**src/rtl/mem_port_arbiter.sv**
```systemverilog
// Two-port (CPU / DMA) arbiter for a single synchronous-read memory, two-cycle issue/response.
// Define MEM_ARB_RR_EN for round-robin; default is fixed CPU priority with a MAX_WAIT anti-starvation counter.
module mem_port_arbiter #(
    parameter int ADDR_W   = 8,
    parameter int DATA_W   = 16,
    parameter int MAX_WAIT = 4
) (
    input  logic              clock,
    input  logic              reset,
    input  logic              cpu_req,
    input  logic              cpu_we,
    input  logic [ADDR_W-1:0] cpu_addr,
    input  logic [DATA_W-1:0] cpu_wdata,
    output logic              cpu_gnt,
    output logic              cpu_rvalid,
    output logic [DATA_W-1:0] cpu_rdata,
    input  logic              dma_req,
    input  logic              dma_we,
    input  logic [ADDR_W-1:0] dma_addr,
    input  logic [DATA_W-1:0] dma_wdata,
    output logic              dma_gnt,
    output logic              dma_rvalid,
    output logic [DATA_W-1:0] dma_rdata,
    output logic [ADDR_W-1:0] mem_addr,
    output logic              mem_we,
    output logic [DATA_W-1:0] mem_wdata,
    input  logic [DATA_W-1:0] mem_rdata,
    output logic              busy
);

    typedef enum logic [1:0] {
        ST_IDLE  = 2'd0,
        ST_ISSUE = 2'd1,
        ST_RESP  = 2'd2
    } state_t;

    localparam logic OWN_CPU = 1'b0;
    localparam logic OWN_DMA = 1'b1;

`ifndef MEM_ARB_RR_EN
    localparam logic [3:0] MAX_WAIT_C = 4'(MAX_WAIT);
`endif

    state_t     state_r;
    logic       owner_r;
    logic       is_read_r;
    logic       last_owner_r;
    logic [3:0] wait_cnt_r;

    logic       any_req_s;
    logic       dma_win_s;
    logic       owner_ok_s;

    // Arbitration decision for the current cycle (used only in IDLE and RESP)
    always_comb begin
        any_req_s = cpu_req | dma_req;
        dma_win_s = 1'b0;
        if (cpu_req && dma_req) begin
`ifdef MEM_ARB_RR_EN
            dma_win_s = (last_owner_r == OWN_CPU);
`else
            dma_win_s = (wait_cnt_r >= MAX_WAIT_C);
`endif
        end else begin
            dma_win_s = dma_req;
        end
    end

    // Sequencer: state, owner, access type, round-robin history and starvation counter
    always_ff @(posedge clock) begin
        if (reset) begin
            state_r      <= ST_IDLE;
            owner_r      <= OWN_CPU;
            is_read_r    <= 1'b0;
            last_owner_r <= OWN_DMA;
            wait_cnt_r   <= 4'd0;
        end else begin
            case (state_r)
                ST_IDLE, ST_RESP: begin
                    if (any_req_s) begin
                        state_r      <= ST_ISSUE;
                        owner_r      <= dma_win_s;
                        last_owner_r <= dma_win_s;
                        is_read_r    <= dma_win_s ? ~dma_we : ~cpu_we;
`ifdef MEM_ARB_RR_EN
                        wait_cnt_r   <= 4'd0;
`else
                        if (dma_win_s) begin
                            wait_cnt_r <= 4'd0;
                        end else if (dma_req && (wait_cnt_r != 4'd15)) begin
                            wait_cnt_r <= wait_cnt_r + 4'd1;
                        end else begin
                            wait_cnt_r <= wait_cnt_r;
                        end
`endif
                    end else begin
                        state_r <= ST_IDLE;
                    end
                end
                ST_ISSUE: begin
                    state_r <= ST_RESP;
                end
                default: begin
                    state_r <= ST_IDLE;
                end
            endcase
        end
    end

    // Once an access is in flight owner and last_owner must agree; a mismatch means corrupted
    // state, so the port outputs are suppressed rather than driving the wrong requester.
    assign owner_ok_s = (owner_r == last_owner_r);

    // Output decode; everything is forced low while reset is asserted
    always_comb begin
        cpu_gnt    = 1'b0;
        cpu_rvalid = 1'b0;
        cpu_rdata  = {DATA_W{1'b0}};
        dma_gnt    = 1'b0;
        dma_rvalid = 1'b0;
        dma_rdata  = {DATA_W{1'b0}};
        mem_addr   = {ADDR_W{1'b0}};
        mem_we     = 1'b0;
        mem_wdata  = {DATA_W{1'b0}};
        busy       = 1'b0;
        if (!reset) begin
            case (state_r)
                ST_ISSUE: begin
                    busy = 1'b1;
                    if (!owner_ok_s) begin
                        busy = 1'b1;
                    end else if (owner_r == OWN_DMA) begin
                        dma_gnt   = 1'b1;
                        mem_addr  = dma_addr;
                        mem_we    = dma_we;
                        mem_wdata = dma_wdata;
                    end else begin
                        cpu_gnt   = 1'b1;
                        mem_addr  = cpu_addr;
                        mem_we    = cpu_we;
                        mem_wdata = cpu_wdata;
                    end
                end
                ST_RESP: begin
                    busy = 1'b1;
                    if (!is_read_r || !owner_ok_s) begin
                        busy = 1'b1;
                    end else if (owner_r == OWN_DMA) begin
                        dma_rvalid = 1'b1;
                        dma_rdata  = mem_rdata;
                    end else begin
                        cpu_rvalid = 1'b1;
                        cpu_rdata  = mem_rdata;
                    end
                end
                ST_IDLE: begin
                    busy = 1'b0;
                end
                default: begin
                    busy = 1'b0;
                end
            endcase
        end else begin
            busy = 1'b0;
        end
    end

endmodule
```
**config.mk**
```make
export PLATFORM = sky130hd
export DESIGN_NAME = mem_port_arbiter
export DESIGN_NICKNAME = d
export VERILOG_FILES = /design/src/rtl/mem_port_arbiter.sv
export SDC_FILE = /design/constraint.sdc
export NUM_CORES = 1
export LEC_CHECK = 0
export ABC_CLOCK_PERIOD_IN_PS = 2100
export CORE_ASPECT_RATIO = 0.5
export CORE_UTILIZATION = 27
export DETAILED_ROUTE_END_ITERATION = 8
export GPL_TIMING_DRIVEN = 1
export HOLD_SLACK_MARGIN = 0.02
export PLACE_DENSITY = 0.78
export SLEW_MARGIN = 20
export SYNTH_ARGS = -nofsm -noshare
export SYNTH_HDL_FRONTEND = slang
export SYNTH_SLANG_ARGS = --single-unit
```
**constraint.sdc**
```tcl
create_clock -name clock -period 2.1 [get_ports clock]
set_input_delay 0.315 -clock clock [delete_from_list [all_inputs] [get_ports clock]]
set_output_delay 0.315 -clock clock [all_outputs]
set_load 0.02 [all_outputs]
```
layer_met1.png
Scale bar: 20 µm. Supply wires on this layer in gray.
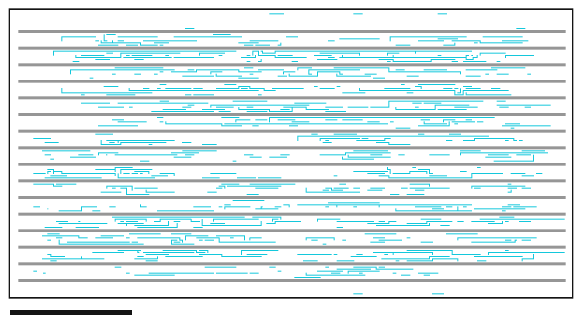
main direction = horizontal
share of all routed wire = 44%
wire length on this layer = 2,080 µm
nets with wire on the layer = 316
longest straight run = 36.8 µm
wire length reported by the detailed router: 4720 µm
grt met1 use: 0.271

layer_met2.png
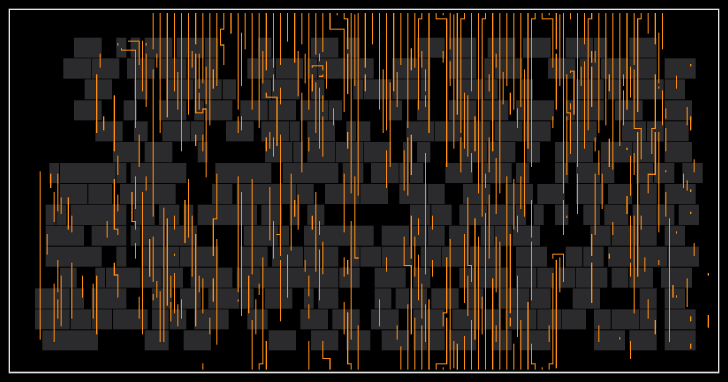
share of all routed wire = 50%
nets with wire on the layer = 304
wire length on this layer = 2,370 µm
main direction = vertical
longest straight run = 25.7 µm
global routing usage on met2: 0.345
vias after detailed routing: 1,471

==> run summary <==
Total cells reported by yosys after synthesis: 141
Mean number of vias per cell: 4.36
Clock latency of the later-clocked register in the worst-skew pair: 0.22 ns
Synthesized-area fraction occupied by adder cells: 0.0913
Hold Buf Count CTS: 0
Post-synthesis compound-gate area fraction: 0.0651
Starting density of the core: 0.299
Design Area, Final: 2550 µm²
Total I/O pin count: 132
Post-synthesis share of cell area spent on and, or, nand and nor gates: 0.368
Wire length of the first global-routing pass: 6700 µm
Maximum clock frequency: 495 MHz
Die height: 47.1 µm
Path category of the worst min-delay check: register to register
Number of antenna diodes: 0
Busiest layer in global routing: met2
Bufs on Longest Clock Path: 2
Worst slew margin: 0.602
Yosys Chip Area: 1100 µm²
Proportion of synthesized area in mux cells: 0.237
Antenna violations before repair: 0
Time the final worst path needs with I/O delays and setup: 2.02 ns
Routed length per placed instance: 14.0 µm
Number of detailed-routing iterations run before antenna repair: 4
Number of DRC markers in iteration 0: 26
Cells on worst reg2reg path: 6
Ratio of cells with drive above 1 in the final layout: 0.336
Pin count of the biggest net entering global routing: 29
DRC violation count after routing: 0
Critical path data arrival time: 1.71 ns
Instance tally after logic synthesis: 141
Filler-free cell count of the finished design: 337
Root Buffer: clkbuf_8
Skew final: 0.000597 ns
Run status: completed
Hold violation total from the final report: 0
Synthesized registers: 9
Worst EP required: 1.78 ns
Sequential area share after synthesis: 0.164
Clock tree from TritonCTS: done
XORs/XNORs by Area: 0.0160
Summed negative setup slack over all endpoints: 0 ns
VDD IR-drop max: 0.631 mV
FP Rows: 15
Number of nets at the end of the flow: 365
Detailed-route wire length on metal 1: 2080 µm
Max Cap Violations: 0
Largest combinational cell category by area: simple AND/OR/NAND/NOR gates
Final HPWL DP: 3760 µm
Wire length on met3: 238 µm
Number of buffers added by the clock tree synthesis step: 3
Final setup viols: 0
Setup repair after global routing missed its margin: yes
Port Buffer Count: 131
Remaining Overflow, GRT: 0
Cell area after synthesis: 1100 µm²
## through the flow
| step | utilization | power [W] | worst slack, ns | hold slack [ns] |
|---|---|---|---|---|
| 3_5_place_dp | 0.692 | 0.000534 | -0.280 | 0.477 |
| 5_1_grt | 0.697 | 0.000775 | -0.0293 | 0.494 |
| 2_1_floorplan | - | 0.000332 | 0.0387 | 0.453 |
| 4_1_cts | 0.680 | 0.000723 | -0.0315 | 0.483 |
| 3_3_place_gp | 0.692 | 0.000525 | -0.241 | 0.466 |
| 6_report | 0.697 | 0.000728 | 0.0785 | 0.482 |
## power by group
group	total, W	internal, W	switching (W)
clock network	0.000192	0.000132	0.0000603
logic	0.000341	0.000211	0.000130
registers	0.000195	0.000186	0.00000962
## worst max-delay path: stages, from the launching register on
cell and delay (ns):
dfxtp_2 0.32, inv_1 0.06, ha_4 0.24, nand4bb_4 0.23, nor2_1 0.10, buf_4 0.15
buf_4 0.13, and2_1 0.12, buf_4 0.13
## cells in the final DEF (no fill, tap or decap), drive strengths merged
master / count
nor2: 31
nor3b: 1
o22ai: 1
nor3: 2
nand4bb: 1
and3b: 1
or3b: 1
xor2: 1
inv: 4
a2111oi: 1
ha: 8
nand2b: 1
a21o: 2
nor2b: 3
mux2i: 26
dfxtp: 9
clkdlybuf4s50: 69
dlygate4sd2: 3
a22oi: 1
dlymetal6s2s: 2
buf: 51
clkdlybuf4s15: 1
and2: 34
o211ai: 1
o21a: 1
clkbuf: 28
a311o: 1
xnor2: 1
## worst paths after layout
check / slack, ns / start / end
max: 0.08 / last_owner_r / dma_rdata[6]
min reg2reg: 0.48 / wait_cnt_r[3] / wait_cnt_r[3]
min: 0.48 / wait_cnt_r[3] / wait_cnt_r[3]
max reg2reg: 0.19 / state_r[0] / is_read_r
## state kept, by name, indices dropped and copies added (netlist names)
name	flops
is_read_r	1
last_owner_r	1
owner_r	1
state_r	2
wait_cnt_r	4
## layout make-up
type                            count  area, µm²  area share
Timing Repair Buffer              150       1340       0.524
Multi-Input combinational cell    119        908       0.356
Clock buffer                        4       45.0      0.0177
Tap cell                           51       63.8      0.0250
Sequential cell                     9        183      0.0716
Inverter                            4       15.0     0.00589
## synthesized netlist by cell type, drive strengths merged
| cell | count | area (µm²) |
|---|---|---|
| nor3 | 2 | 10.0 |
| or3b | 1 | 11.3 |
| xnor2 | 1 | 8.76 |
| mux2i | 26 | 260 |
| inv | 4 | 15.0 |
| nand4bb | 1 | 11.3 |
| o21a | 1 | 7.51 |
| buf | 8 | 45.0 |
| clkbuf | 1 | 3.75 |
| nor2 | 31 | 116 |
| a2111oi | 1 | 15.0 |
| o211ai | 1 | 7.51 |
| nor2b | 3 | 18.8 |
| and2 | 34 | 213 |
| o22ai | 1 | 6.26 |
| a21o | 2 | 16.3 |
| nand2b | 1 | 6.26 |
| a22oi | 1 | 7.51 |
| xor2 | 1 | 8.76 |
| ha | 8 | 100 |
| dfxtp | 9 | 180 |
| nor3b | 1 | 7.51 |
| a311o | 1 | 11.3 |
| and3b | 1 | 8.76 |
## repair_timing
action | in CTS | in global routing
setup endpoints to repair | 61 | 60
gates cloned | 0 | 0
pin swaps | 0 | 3
resized | 164 | 107
buffers inserted | 6 | 0
Power and IR drop assume default switching activity.
